==> images/layer_met3.png <==
Scale bar: 20 um. Cells faint in the background.
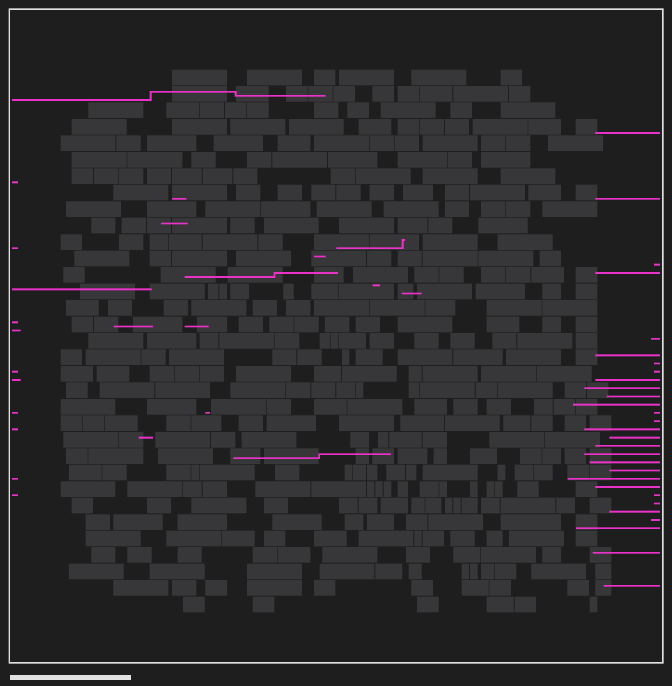
==> images/congestion.png <==
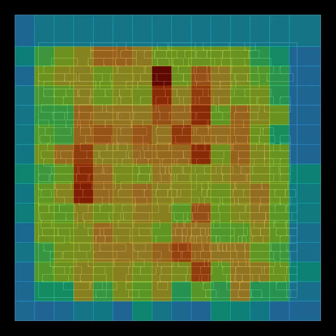
==> images/clk_routes.png <==
Scale bar: 20 um.
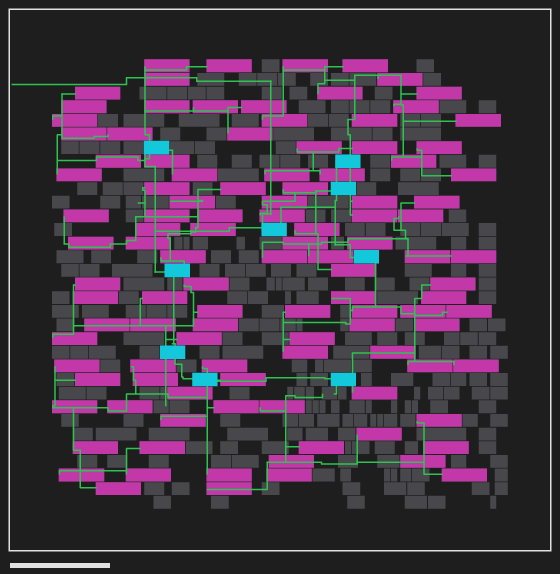
==> images/wires.png <==
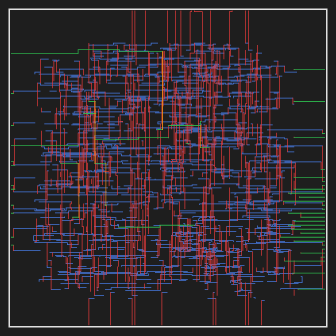
==> images/layer_met2.png <==
Cells faint in the background.
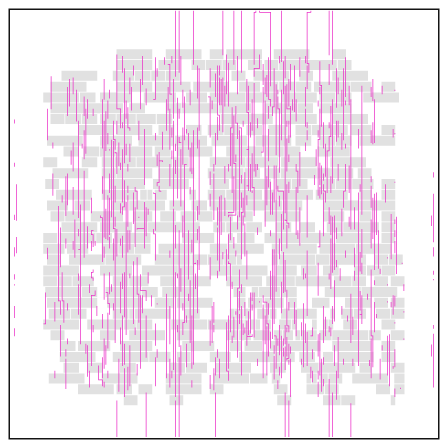
--- src/rtl/mem_request_sequencer.sv ---
// Request FIFO and single-outstanding command sequencer in front of the multicycle memory.
// Optional WAIT abort timer is compiled in with `define SEQ_TIMEOUT_EN.
module mem_request_sequencer #(
   parameter int DEPTH   = 4,
   parameter int ADDR_W  = 8,
   parameter int DATA_W  = 8,
   parameter int TIMEOUT = 15
) (
   input  logic              clk,
   input  logic              rst_n,
   input  logic              req_valid,
   output logic              req_ready,
   input  logic [1:0]        req_op,
   input  logic [ADDR_W-1:0] req_addr,
   input  logic [DATA_W-1:0] req_wdata,
   output logic              rsp_valid,
   input  logic              rsp_ready,
   output logic [1:0]        rsp_op,
   output logic [DATA_W-1:0] rsp_data,
   output logic              rsp_err,
   output logic              mem_start,
   output logic [1:0]        mem_op,
   output logic [ADDR_W-1:0] mem_addr,
   output logic [DATA_W-1:0] mem_wdata,
   input  logic              mem_done,
   input  logic [DATA_W-1:0] mem_rdata
);
   // state | meaning
   // IDLE  | waiting for a FIFO entry; pops the head into the command registers
   // ISSUE | mem_start pulse, command registers driven to the memory
   // WAIT  | command held until mem_done (or abort timer when enabled)
   // RESP  | response presented until rsp_ready

   localparam int PTR_W = $clog2(DEPTH);
   localparam int CNT_W = PTR_W + 1;

   if (DEPTH < 2 || DEPTH > 16 || (DEPTH & (DEPTH - 1)) != 0 ||
       TIMEOUT < 4 || TIMEOUT > 255) begin : g_bad_params
      $error("mem_request_sequencer: DEPTH must be a power of two in 2..16, TIMEOUT in 4..255");
   end

   typedef enum logic [1:0] {IDLE, ISSUE, WAIT, RESP} state_t;

   typedef struct packed {
      logic [1:0]        op;
      logic [ADDR_W-1:0] addr;
      logic [DATA_W-1:0] data;
   } entry_t;

   state_t            state_q, state_d;
   entry_t            fifo_q [DEPTH];
   entry_t            fifo_d [DEPTH];
   logic [PTR_W-1:0]  wr_ptr_q, wr_ptr_d, rd_ptr_q, rd_ptr_d;
   logic [CNT_W-1:0]  count_q, count_d;
   logic              req_ready_q, req_ready_d;
   entry_t            cmd_q, cmd_d;
   logic [1:0]        rsp_op_q, rsp_op_d;
   logic [DATA_W-1:0] rsp_data_q, rsp_data_d;
   logic              push, pop;
   logic              tmo_hit;

   assign push = req_valid && req_ready_q;

   always_comb begin
      fifo_d   = fifo_q;
      wr_ptr_d = wr_ptr_q;
      rd_ptr_d = rd_ptr_q;
      count_d  = count_q;
      if (push) begin
         fifo_d[wr_ptr_q] = '{op: req_op, addr: req_addr, data: req_wdata};
         wr_ptr_d         = wr_ptr_q + PTR_W'(1);
      end
      if (pop) begin
         rd_ptr_d = rd_ptr_q + PTR_W'(1);
      end
      if (push && !pop) begin
         count_d = count_q + CNT_W'(1);
      end else if (!push && pop) begin
         count_d = count_q - CNT_W'(1);
      end
      req_ready_d = (count_d != CNT_W'(DEPTH));
   end

   always_comb begin
      state_d    = state_q;
      pop        = 1'b0;
      cmd_d      = cmd_q;
      rsp_op_d   = rsp_op_q;
      rsp_data_d = rsp_data_q;
      case (state_q)
         IDLE: begin
            if (count_q != '0) begin
               pop     = 1'b1;
               cmd_d   = fifo_q[rd_ptr_q];
               state_d = ISSUE;
            end
         end
         ISSUE: state_d = WAIT;
         WAIT: begin
            // a completion in the same cycle as the abort still counts as a completion
            if (mem_done) begin
               rsp_op_d   = cmd_q.op;
               rsp_data_d = (cmd_q.op == 2'b01) ? mem_rdata : '0;
               state_d    = RESP;
            end else if (tmo_hit) begin
               rsp_op_d   = cmd_q.op;
               rsp_data_d = '0;
               state_d    = RESP;
            end
         end
         RESP: begin
            if (rsp_ready) begin
               state_d = IDLE;
            end
         end
         default: state_d = IDLE;
      endcase
   end

   always_ff @(posedge clk or negedge rst_n) begin
      if (!rst_n) begin
         state_q     <= IDLE;
         fifo_q      <= '{default: '0};
         wr_ptr_q    <= '0;
         rd_ptr_q    <= '0;
         count_q     <= '0;
         req_ready_q <= 1'b0;
         cmd_q       <= '0;
         rsp_op_q    <= '0;
         rsp_data_q  <= '0;
      end else begin
         state_q     <= state_d;
         fifo_q      <= fifo_d;
         wr_ptr_q    <= wr_ptr_d;
         rd_ptr_q    <= rd_ptr_d;
         count_q     <= count_d;
         req_ready_q <= req_ready_d;
         cmd_q       <= cmd_d;
         rsp_op_q    <= rsp_op_d;
         rsp_data_q  <= rsp_data_d;
      end
   end

`ifdef SEQ_TIMEOUT_EN
   logic [7:0] tmo_cnt_q, tmo_cnt_d;
   logic       rsp_err_q, rsp_err_d;

   // counter sits at zero on the first WAIT cycle, so the abort fires after TIMEOUT WAIT cycles
   assign tmo_hit = (state_q == WAIT) && (tmo_cnt_q == 8'(TIMEOUT - 1));

   always_comb begin
      tmo_cnt_d = tmo_cnt_q;
      rsp_err_d = rsp_err_q;
      if (state_q == ISSUE) begin
         tmo_cnt_d = '0;
      end else if (state_q == WAIT) begin
         tmo_cnt_d = tmo_cnt_q + 8'd1;
         if (mem_done) begin
            rsp_err_d = 1'b0;
         end else if (tmo_hit) begin
            rsp_err_d = 1'b1;
         end
      end
   end

   always_ff @(posedge clk or negedge rst_n) begin
      if (!rst_n) begin
         tmo_cnt_q <= '0;
         rsp_err_q <= 1'b0;
      end else begin
         tmo_cnt_q <= tmo_cnt_d;
         rsp_err_q <= rsp_err_d;
      end
   end

   assign rsp_err = rsp_err_q;
`else
   assign tmo_hit = 1'b0;
   assign rsp_err = 1'b0;
`endif

   assign req_ready = req_ready_q;
   assign mem_start = (state_q == ISSUE);
   assign mem_op    = cmd_q.op;
   assign mem_addr  = cmd_q.addr;
   assign mem_wdata = cmd_q.data;
   assign rsp_valid = (state_q == RESP);
   assign rsp_op    = rsp_op_q;
   assign rsp_data  = rsp_data_q;

endmodule

--- config.mk ---
export PLATFORM = sky130hd
export DESIGN_NAME = mem_request_sequencer
export DESIGN_NICKNAME = d
export VERILOG_FILES = /design/src/rtl/mem_request_sequencer.sv
export SDC_FILE = /design/constraint.sdc
export NUM_CORES = 1
export LEC_CHECK = 0
export ABC_CLOCK_PERIOD_IN_PS = 2840
export CAP_MARGIN = 10
export CORE_MARGIN = 8
export CORE_UTILIZATION = 59
export CTS_CLUSTER_DIAMETER = 150
export DETAILED_ROUTE_END_ITERATION = 8
export GPL_TIMING_DRIVEN = 0
export HOLD_SLACK_MARGIN = 0.15
export MAX_ROUTING_LAYER = met4
export PLACE_DENSITY = 0.84
export SKIP_LAST_GASP = 1
export SYNTH_ARGS = -nofsm -noshare
export SYNTH_HDL_FRONTEND = slang
export SYNTH_SLANG_ARGS = --single-unit
--- constraint.sdc ---
create_clock -name clk -period 2.84 [get_ports clk]
set_input_delay 0.426 -clock clk [delete_from_list [all_inputs] [get_ports clk]]
set_output_delay 0.426 -clock clk [all_outputs]
set_load 0.01 [all_outputs]
==> reports/results.tsv <==
stage	metric	value	unit
run_status	status	finished clean	
drt	vias per std cell	5.54	
critical_path	crit path DAT	1.54	ns
synthesis	Synth Net Count	346	
critical_path	CP Max Fanout	4	
clock_network	clock tree buffer depth	2	
power_and_ir_drop	Pleak	2.59	nW
drt	drt first pass iters	4	
synthesis	post-synthesis average cell area	16.3	sq um
clock_network	Clock transition at path regs	0.09	ns
drt	Final ANT Viol Nets	0	
drt	Post-Route M1 WL	4.13	mm
grt	M2 GR Usage	0.266	
synthesis	mapped cell area	0.00496	sq mm
placed_design	hpwl dp	6.26	mm
clock_network	clock root buffer	clkbuf_8	
grt	largest net degree at the start of global routing	76	
critical_path	crit end category	output port	
synthesis	YS warnings	0	
synthesis	Netlist cell types	40	
synthesis	area reported by Yosys stat	0.00496	sq mm
layout	nets	420	
grt	gr busiest metal	met2	
final_timing	RSZ-0062 raised after global routing	no	
synthesis	ys cells	304	
critical_path	kind of critical path	flop to output port	
clock_network	CTS tree	done	
placed_design	Cells after DPL	471	
power_and_ir_drop	cell area power density	1150	mW/mm^2
die	Die Size	0.0116	sq mm
layout	logic area	0.00202	sq mm
die	Core Util at FP	0.607	
synthesis	Dominant Register Cell	dfrtp_1	
clock_network	number of H-tree levels	3	
layout	area delta synth->final	19.3	%
critical_path	Worst setup SP type	flop	
clock_network	cts hold-fix bufs	1	
placed_design	GPL Wtd Cong	0.744	
About layer_met3.png:
wire length on this layer: 395 um
longest straight run: 22.8 um

About congestion.png:
met1 GRT Util: 0.224
gr usage total: 0.172

About clk_routes.png:
[green] clock wires | length: 1160 um
[cyan] clock drivers | count: 9
[magenta] flip-flops | count: 110
routed clock nets: 10
flops lie: widely spread
Clk power: 0.875 mW
Clock power frac: 0.129
Late-Pin Clk Latency: 0.37 ns
Setup Skew: 0.0213 ns

About wires.png:
[orange] metal 4 | wire length: 87.7 um
[blue] metal 1 | wire length: 4130 um
[green] metal 3 | wire length: 395 um
[red] metal 2 | wire length: 4350 um
via count: 2703
Avg WL per Cell: 18.3 um
final wirelength: 8.95 mm

About layer_met2.png:
longest straight run: 58.8 um
nets with wire on the layer: 390
main direction: vertical

==> final cells by class <==
class,instances,area share
buffer,15,0.0260
clock buffer,11,0.0239
clock inverter,5,0.00656
inverter,9,0.00571
multi-input combinational,170,0.341
sequential,110,0.465
tap,105,0.0222
timing repair buffer,63,0.109
==> cell usage after synthesis (2+ instances only) <==
master | instances | area share
nand2_4 | 4 | 0.0091
buf_6 | 8 | 0.018
nand2_1 | 6 | 0.0045
inv_1 | 9 | 0.0068
mux4_2 | 18 | 0.082
dfrtp_1 | 110 | 0.55
nand3_1 | 2 | 0.0020
and2_1 | 2 | 0.0025
ha_1 | 11 | 0.028
mux2_1 | 3 | 0.0068
a22o_1 | 8 | 0.014
nand2b_1 | 2 | 0.0025
nor2_1 | 2 | 0.0015
mux2_2 | 70 | 0.16
xnor2_1 | 3 | 0.0053
mux2_4 | 20 | 0.061
buf_2 | 2 | 0.0020
buf_4 | 2 | 0.0030
==> metrics by stage <==
| stage | instance area, sq um | utilization | setup WS (ns) | total power, mW | TNS (ns) |
|---|---|---|---|---|---|
| floorplan | 4960 | - | 1.22 | 5.02 | 0 |
| global placement | 5700 | 0.697 | -2.68 | 5.83 | -293.94 |
| detailed placement | 5730 | 0.700 | 0.788 | 5.98 | 0 |
| CTS | 5920 | 0.724 | 0.856 | 6.87 | 0 |
| global route | 5920 | 0.724 | 0.794 | 7.22 | 0 |
| finish | 5920 | 0.724 | 0.875 | 6.79 | 0 |
==> worst max-delay path, stage by stage, from the launching register on <==
cell and delay, ns:
dfrtp_1 0.43, inv_1 0.10, ha_1 0.14, clkdlybuf4s50_1 0.52
==> sequential cells by signal, indices dropped and copies added, names as in the netlist <==
signal / count
count_q: 3
fifo_q: 72
mem_addr: 8
mem_op: 2
mem_wdata: 8
rd_ptr_q: 2
req_ready: 1
rsp_data: 8
rsp_op: 2
state_q: 2
wr_ptr_q: 2
==> power breakdown <==
part	switching, mW	leakage, nW	internal (mW)
sequential	0.417	1.32	2.35
clock	0.523	0.0907	0.352
combinational	1.16	1.18	1.98
total	2.10	2.59	4.69
==> final timing paths <==
| kind | startpoint | slack (ns) | end | cells past startpoint |
|---|---|---|---|---|
| setup / recovery | state_q[1] | 0.88 | mem_start | 3 |
| hold / removal | fifo_q[34] | 0.51 | fifo_q[34] | 1 |
| setup reg to reg | count_q[0] | 0.99 | mem_wdata[4] | 7 |
| hold reg to reg | fifo_q[34] | 0.51 | fifo_q[34] | 1 |
| max in group asynchronous | rst_n | 1.57 | fifo_q[11] | 3 |
| min in group asynchronous | rst_n | 0.55 | rsp_data[5] | 2 |
==> kinds of logic (layout without fill, tap and decap cells) <==
| group | after synthesis | after routing | share of synthesized area |
|---|---|---|---|
| compound gates | 18 | 18 | 0.0293 |
| xor+xnor | 4 | 4 | 0.00706 |
| fa+ha+maj | 11 | 11 | 0.0277 |
| buf+inv | 24 | 103 | 0.0378 |
| flops | 110 | 110 | 0.555 |
| mux | 112 | 112 | 0.310 |
| other cells | 1 | 1 | 0.000756 |
| simple gates | 24 | 24 | 0.0323 |
Power and IR drop assume default switching activity.
